### Zoomed window

The bar under the picture is 5 µm long. Region (42, 63) to (62, 83) µm. Cells in grey, sequential cells in the stronger grey; small squares are vias.
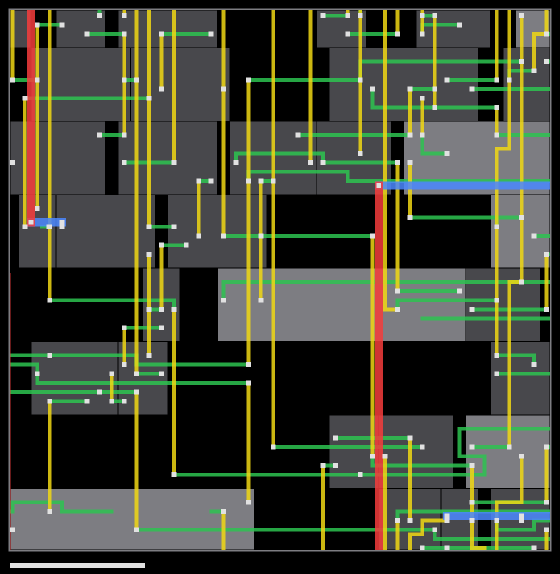
### Sequential cells grouped by signal name

The bar under the picture is 20 µm long. Other sequential cells in the stronger grey, the rest of the logic in the fainter grey.
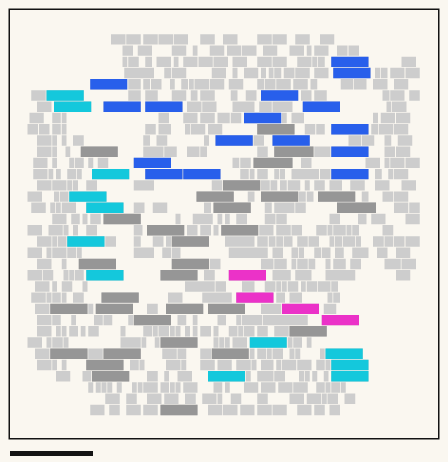
### Track usage over the die

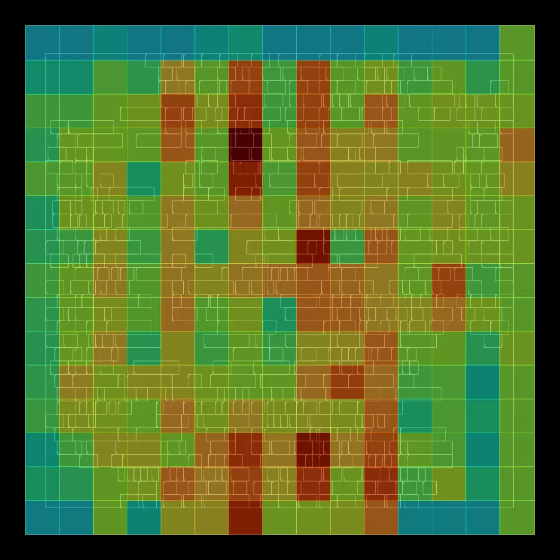
### Logic cells by family

The bar under the picture is 20 µm long.
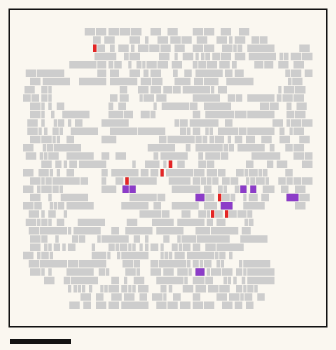
### Signal wires by layer

The bar under the picture is 20 µm long.
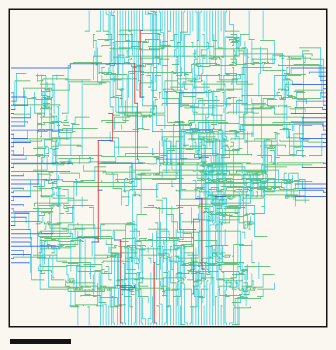
### config.mk
export PLATFORM = sky130hd
export DESIGN_NAME = io_bus_arbiter
export DESIGN_NICKNAME = d
export VERILOG_FILES = /design/src/rtl/io_bus_arbiter.sv
export SDC_FILE = /design/constraint.sdc
export NUM_CORES = 1
export LEC_CHECK = 0
export ABC_AREA = 0
export CAP_MARGIN = 20
export CORE_MARGIN = 4
export CORE_UTILIZATION = 35
export DETAILED_ROUTE_END_ITERATION = 10
export GPL_TIMING_DRIVEN = 1
export PLACE_DENSITY = 0.76
export SYNTH_ARGS = -nofsm -noshare
export SYNTH_HDL_FRONTEND = slang
export SYNTH_SLANG_ARGS = --single-unit
### constraint.sdc
create_clock -name clk -period 2.37 [get_ports clk]
set_clock_uncertainty 0.15 [all_clocks]
set_input_delay 0.5925 -clock clk [delete_from_list [all_inputs] [get_ports clk]]
set_output_delay 0.5925 -clock clk [all_outputs]
set_load 0.1 [all_outputs]
### src/rtl/io_bus_arbiter.sv
// io_bus_arbiter: round-robin arbiter that lets two masters (CPU = m0,
// DMA = m1) share one IO bus with RAM, BOARD and SIE regions, each with
// its own wait-state count. The SIE region also waits for sie_rdy.
// Optional macro IO_TIMEOUT_EN adds a WAIT-state watchdog that ends a
// stalled access with a bus error after TIMEOUT cycles.
module io_bus_arbiter #(
  parameter int unsigned RAM_WS   = 0,
  parameter int unsigned BOARD_WS = 1,
  parameter int unsigned SIE_WS   = 2,
  parameter int unsigned TIMEOUT  = 255
) (
  input  logic        clk,
  input  logic        reset,
  input  logic        m0_req,
  input  logic        m0_we,
  input  logic [15:0] m0_addr,
  input  logic [15:0] m0_wdata,
  output logic        m0_rdy,
  output logic        m0_err,
  input  logic        m1_req,
  input  logic        m1_we,
  input  logic [15:0] m1_addr,
  input  logic [15:0] m1_wdata,
  output logic        m1_rdy,
  output logic        m1_err,
  output logic [15:0] rdata,
  output logic        ram_sel,
  output logic        board_sel,
  output logic        sie_sel,
  output logic [11:0] io_addr,
  output logic        io_we,
  output logic [15:0] io_wdata,
  input  logic [15:0] ram_rdata,
  input  logic [15:0] board_rdata,
  input  logic [15:0] sie_rdata,
  input  logic        sie_rdy
);

  typedef enum logic [1:0] {S_IDLE, S_WAIT, S_DONE} state_t;
  typedef enum logic [1:0] {R_RAM, R_BOARD, R_SIE, R_NONE} region_t;

  state_t      state_q, state_d;
  region_t     region_q, region_d;
  logic        grant_q, grant_d;
  logic        lastGrant_q, lastGrant_d;
  logic        we_q, we_d;
  logic [11:0] addr_q, addr_d;
  logic [15:0] wdata_q, wdata_d;
  logic [3:0]  waitCnt_q, waitCnt_d;
  logic [15:0] rdata_q, rdata_d;
  logic        ramSel_q, ramSel_d;
  logic        boardSel_q, boardSel_d;
  logic        sieSel_q, sieSel_d;
  logic        ioWe_q, ioWe_d;
  logic        rdy0_q, rdy0_d;
  logic        rdy1_q, rdy1_d;
  logic        err0_q, err0_d;
  logic        err1_q, err1_d;

  logic        pick;
  logic [15:0] pickAddr;
  logic        waitDone;
  logic [15:0] slaveData;
  logic        finish;
  logic        finishErr;

`ifdef IO_TIMEOUT_EN
  localparam logic [7:0] TO_LAST = 8'(TIMEOUT - 1);
  logic [7:0] toCnt_q, toCnt_d;
`endif

  // A TIMEOUT outside 1..255 cannot be represented by the watchdog counter.
  if (TIMEOUT < 1 || TIMEOUT > 255) begin : gTimeoutOutOfRange
  end

  function automatic region_t decodeRegion(input logic [3:0] nib);
    case (nib)
      4'h2:    decodeRegion = R_RAM;
      4'h5:    decodeRegion = R_BOARD;
      4'h6:    decodeRegion = R_SIE;
      default: decodeRegion = R_NONE;
    endcase
  endfunction

  function automatic logic [3:0] regionWs(input region_t r);
    case (r)
      R_RAM:   regionWs = 4'(RAM_WS);
      R_BOARD: regionWs = 4'(BOARD_WS);
      R_SIE:   regionWs = 4'(SIE_WS);
      default: regionWs = 4'd0;
    endcase
  endfunction

  // Next-state logic: arbitration and latching in IDLE, wait counting in WAIT, one-cycle DONE.
  always_comb begin
    state_d     = state_q;
    region_d    = region_q;
    grant_d     = grant_q;
    lastGrant_d = lastGrant_q;
    we_d        = we_q;
    addr_d      = addr_q;
    wdata_d     = wdata_q;
    waitCnt_d   = waitCnt_q;
    rdata_d     = rdata_q;
    finish      = 1'b0;
    finishErr   = 1'b0;
`ifdef IO_TIMEOUT_EN
    toCnt_d     = toCnt_q;
`endif

    pick     = (m0_req && m1_req) ? ~lastGrant_q : m1_req;
    pickAddr = pick ? m1_addr : m0_addr;
    waitDone = (waitCnt_q == 4'd0) && ((region_q != R_SIE) || sie_rdy);

    case (region_q)
      R_RAM:   slaveData = ram_rdata;
      R_BOARD: slaveData = board_rdata;
      R_SIE:   slaveData = sie_rdata;
      default: slaveData = 16'h0000;
    endcase

    case (state_q)
      S_IDLE: begin
        if (m0_req || m1_req) begin
          grant_d     = pick;
          lastGrant_d = pick;
          addr_d      = pickAddr[11:0];
          we_d        = pick ? m1_we : m0_we;
          wdata_d     = pick ? m1_wdata : m0_wdata;
          region_d    = decodeRegion(pickAddr[15:12]);
          waitCnt_d   = regionWs(region_d);
`ifdef IO_TIMEOUT_EN
          toCnt_d     = 8'd0;
`endif
          if (region_d == R_NONE) begin
            state_d   = S_DONE;
            rdata_d   = 16'h0000;
            finish    = 1'b1;
            finishErr = 1'b1;
          end else begin
            state_d = S_WAIT;
          end
        end
      end
      S_WAIT: begin
        if (waitDone) begin
          state_d = S_DONE;
          rdata_d = we_q ? 16'h0000 : slaveData;
          finish  = 1'b1;
        end else begin
          if (waitCnt_q != 4'd0) begin
            waitCnt_d = waitCnt_q - 4'd1;
          end
`ifdef IO_TIMEOUT_EN
          if (toCnt_q == TO_LAST) begin
            state_d   = S_DONE;
            rdata_d   = 16'h0000;
            finish    = 1'b1;
            finishErr = 1'b1;
          end else begin
            toCnt_d = toCnt_q + 8'd1;
          end
`endif
        end
      end
      S_DONE:  state_d = S_IDLE;
      default: state_d = S_IDLE;
    endcase

    ramSel_d   = (state_d == S_WAIT) && (region_d == R_RAM);
    boardSel_d = (state_d == S_WAIT) && (region_d == R_BOARD);
    sieSel_d   = (state_d == S_WAIT) && (region_d == R_SIE);
    ioWe_d     = (state_d == S_WAIT) && we_d;
    rdy0_d     = finish && !grant_d;
    rdy1_d     = finish && grant_d;
    err0_d     = finish && finishErr && !grant_d;
    err1_d     = finish && finishErr && grant_d;
  end

  // State and output registers; reset abandons any transfer and favours m0 next.
  always_ff @(posedge clk or posedge reset) begin
    if (reset) begin
      state_q     <= S_IDLE;
      region_q    <= R_NONE;
      grant_q     <= 1'b0;
      lastGrant_q <= 1'b1;
      we_q        <= 1'b0;
      addr_q      <= 12'h000;
      wdata_q     <= 16'h0000;
      waitCnt_q   <= 4'd0;
      rdata_q     <= 16'h0000;
      ramSel_q    <= 1'b0;
      boardSel_q  <= 1'b0;
      sieSel_q    <= 1'b0;
      ioWe_q      <= 1'b0;
      rdy0_q      <= 1'b0;
      rdy1_q      <= 1'b0;
      err0_q      <= 1'b0;
      err1_q      <= 1'b0;
`ifdef IO_TIMEOUT_EN
      toCnt_q     <= 8'd0;
`endif
    end else begin
      state_q     <= state_d;
      region_q    <= region_d;
      grant_q     <= grant_d;
      lastGrant_q <= lastGrant_d;
      we_q        <= we_d;
      addr_q      <= addr_d;
      wdata_q     <= wdata_d;
      waitCnt_q   <= waitCnt_d;
      rdata_q     <= rdata_d;
      ramSel_q    <= ramSel_d;
      boardSel_q  <= boardSel_d;
      sieSel_q    <= sieSel_d;
      ioWe_q      <= ioWe_d;
      rdy0_q      <= rdy0_d;
      rdy1_q      <= rdy1_d;
      err0_q      <= err0_d;
      err1_q      <= err1_d;
`ifdef IO_TIMEOUT_EN
      toCnt_q     <= toCnt_d;
`endif
    end
  end

  assign m0_rdy    = rdy0_q;
  assign m0_err    = err0_q;
  assign m1_rdy    = rdy1_q;
  assign m1_err    = err1_q;
  assign rdata     = rdata_q;
  assign ram_sel   = ramSel_q;
  assign board_sel = boardSel_q;
  assign sie_sel   = sieSel_q;
  assign io_addr   = addr_q;
  assign io_we     = ioWe_q;
  assign io_wdata  = wdata_q;

endmodule

==> notes.md <==
Implementation results are summarized by area below.

Power
Summing internal, switching and leakage power gives 0.00727 W. The power share of the combinational group is 64.2%. The flow reports that sequential cells draw 23.5% of the design power. The fraction of power spent switching nets is 55.4%. The leading power group is combinational cells. The combinational cell power is 0.00467 W.

The leakage power of the design is 2.36 nW. IR analysis of the VDD net gives a maximum drop of 1080 µV. The areal power density over the cells is 1390 mW/mm². Looking at the power breakdown, the clock network takes 12.3% of the total. The internal power of the cells is 0.00325 W.

Die
During tapcell insertion the tool placed 108 well taps. The number of placed I/O pins is 171. The initial core utilization is 36.4%. The floorplan step defined a die boundary enclosing 0.0107 mm².

The total number of placement rows is 34. The die is 104 µm tall. The total area inside the core boundary comes to 0.00881 mm². From left edge to right edge, the die measures 104 µm.

Final timing
The worst slack on hold paths is 0.348 ns. Checking max transition, the worst relative margin is 60.0%. For reference, the final report shows the hold violation count at 0.

The shortest period the worst path allows is 2.11 ns. Timing would allow up to 473 MHz. The pin slew with the least headroom to its limit is 0.592 ns. The final-report max-slew violation count is 0. Setup repair after global routing left no endpoint under its margin. The final clock period utilization by the worst path is 89.2%. Summed over all failing endpoints, the final setup total negative slack is 0 ns.

Synthesis
The area fraction of the dominant cell type after synthesis is 46.9%. The most popular library cell in the synthesized design by count is nand2_1. The main area contributors are dfrtp_1, nand2_1, nor2_1. The number of cells reported by Yosys stat comes to 347. The synthesis-stage register bit count is 63. The commonest register cell after synthesis is dfrtp_1. The average instance in the mapped netlist occupies 9.23 µm². The fraction of registers with async set or reset after synthesis is 100%. The total number of yosys warnings is 0.

The synthesized netlist contains 49 unique library cells. The synthesized netlist has a Yosys-reported chip area of 0.00320 mm². The number of enable-type register cells in the synthesized netlist is 0. The cell count after synthesis is 347.

Yosys reports that the most numerous cell types are nand2_1, dfrtp_1, nor2_1. The number of nets at floorplan is 467.

Hold path
The worst hold path cell count is 1. The launch point of the worst min-delay path is recorded as rdata[8]. The worst min-delay path endpoint is rdata[8].

Global route
The met1 routing resource usage after global routing is 22.1%. Global routing put the most usage on met2. The first global-routing pass estimated 16600 µm of wire. Global routing consumed, on the met3 layer, 4.48% of the routing resources.

The initial antenna violation count is 0. Recorded from the global router log, the overflow total was 0. The via count of the first global-routing pass is 3377.

Placed design
Logged for this run, the post-placement worst setup slack is -0.0561 ns. Buffers placed on the I/O ports in this run total 170. The cell total after placement is 628. The final weighted congestion in routability-driven placement is 0.835.

Summed over all nets, the half-perimeter wirelength after detailed placement is 7830 µm.

Finish
Non-clock buffering takes up 34.6% of total cell area after layout. 0 antenna diodes ended up in the layout. The multi-input combinational cells in the finished layout cover a total of 0.00149 mm². Leaving out the clock tree, the finished layout contains an inverter count of 7. The final layout contains 651 nets. The dominant kind of cell is non-clock buffers. In the final layout, the fill cell count is 772.

The number of clock-tree buffers in the layout is 10. Of the cells placed in the final design, the portion with a size suffix greater than 1 is 20.3%. The flip-flop and latch count is 63. According to the cell report, the number of logic gates is 255. The proportion of cell area spent on the clock network is 3.61%.

Clocking
The report lists the number of cells resized after CTS as 0. The clock transition at the registers of the reported paths is 0.07 ns. Post-CTS timing repair inserted 0 buffers for setup. At the later pin of the worst-skew pair, clock insertion delay measures 0.34 ns. TritonCTS built the clock tree. Clock tree synthesis selected as its root buffer the cell clkbuf_8.

TritonCTS created 9 clock buffers. For this design, the sink count on the clock tree is 63. The maximum root-to-sink buffer count is 2.

Job
The count of max-cap constraint violations is 0. The tool warning count for the run is 26.

Setup path
The type of the worst setup path is register to register. The endpoint identified for the worst register-to-register timing path is rdata[5]. The launch instance of the worst register-to-register path is waitCnt_q[0]. The required time of the worst setup path is 2.43 ns.

The worst-case reg-to-reg setup slack stands at 0.26 ns. The maximum fanout along the worst path is 19. The worst register-to-register path has a depth of 7. The type of element capturing the critical path is a register. The capture point of the critical path was reported as rdata[5]. STA classifies the critical path startpoint as a register.

Drt
The number of design rule violations left after detail routing is 0. In the log, the iteration count for the first detailed-route pass is 4. For this block, the initial DRC count from the detailed router was 121.

Run status
The run finished with clean final reports.
About 'Zoomed window':
colour	layer
blue	metal 3
red	metal 4
yellow	metal 2
green	metal 1
netlist names of flops here include	`rdata` (3)
cells with their middle in the window	28
sequential cells in the window	3
most frequent	clkdlybuf4s50_1 (5), buf_4 (5), a21oi_1 (4)

About 'Sequential cells grouped by signal name':
colour	netlist name	flops
cyan	`io_addr`	12
blue	`rdata`	16
magenta	`waitCnt_q`	4
not coloured	31
Flop+latch power: 0.00171 W
post-route core utilization: 59.5%
Register Area: 0.00158 mm²
fraction of area in registers: 30.2%

About 'Track usage over the die':
Global Route met2 Usage: 33.1%
routed wirelength normalized by instance count: 15.7 µm
overall global routing resource usage: 18.8%

About 'Logic cells by family':
colour	family	cells
purple	and/or cells	8
red	inv cells	7
highest-count logic cell in the final layout: clkdlybuf4s50_1
filler-free cell count of the finished design: 644
logic share of the area: 28.5%

About 'Signal wires by layer':
colour	layer	wire length
green	metal 1	4100 µm
blue	metal 3	541 µm
red	metal 4	236 µm
cyan	metal 2	5230 µm
final routed wirelength across all metal layers: 10100 µm
via count: 3271

==> critical path, stage by stage (launching register included) <==
cell and delay [ns]:
dfrtp_1 0.39, inv_1 0.10, ha_1 0.19, or3b_4 0.43, nor3b_4 0.30, o221ai_4 0.14, buf_12 0.17, o2bb2ai_1 0.12
==> layer usage <==
metal | vias to the layer above | wire, µm
met5 | - | 0
li1 | 1588 | -
met2 | 102 | 5230
met1 | 1560 | 4100
met3 | 21 | 541
met4 | 0 | 235
==> kinds of logic after synthesis <==
logic type / count (synthesis) / synth area share, %
compound gates: 95 / 20.6
fa+ha+maj: 1 / 0.390
buf+inv: 29 / 4.06
flops: 63 / 49.3
mux: 18 / 5.62
simple gates: 141 / 20.0
==> placed cells by master, fill, tap and decap left out, types with 2 or more instances in the layout <==
cell type,synthesis,layout
a21oi_1,25,25
nor2_1,53,53
clkinv_2,0,3
nand2_1,64,64
nand2b_1,2,2
dfrtp_1,60,60
a31o_2,2,2
clkdlybuf4s50_1,0,118
inv_1,7,6
a211oi_1,3,3
buf_12,0,4
nor2b_1,2,2
a31oi_1,29,29
o21ai_0,6,6
and3_1,2,2
mux2i_1,18,18
nor3b_1,3,3
o2bb2ai_1,16,16
dfstp_2,3,3
clkbuf_8,0,9
o211ai_1,2,2
buf_4,0,72
==> sequential cells by signal, summed over array words and instances, names as in the netlist, 2 cells and up <==
name,flops
io_addr,12
io_wdata,16
rdata,16
region_q,2
state_q,2
waitCnt_q,4
==> per-stage QoR <==
stage / instance area, µm² / util (%)
after global placement: 5040 / 57.2
after detailed placement: 5050 / 57.3
after global routing: 5240 / 59.5
final: 5240 / 59.5
after CTS: 5240 / 59.5
after floorplan: 3200 / -
Power and IR drop assume default switching activity.
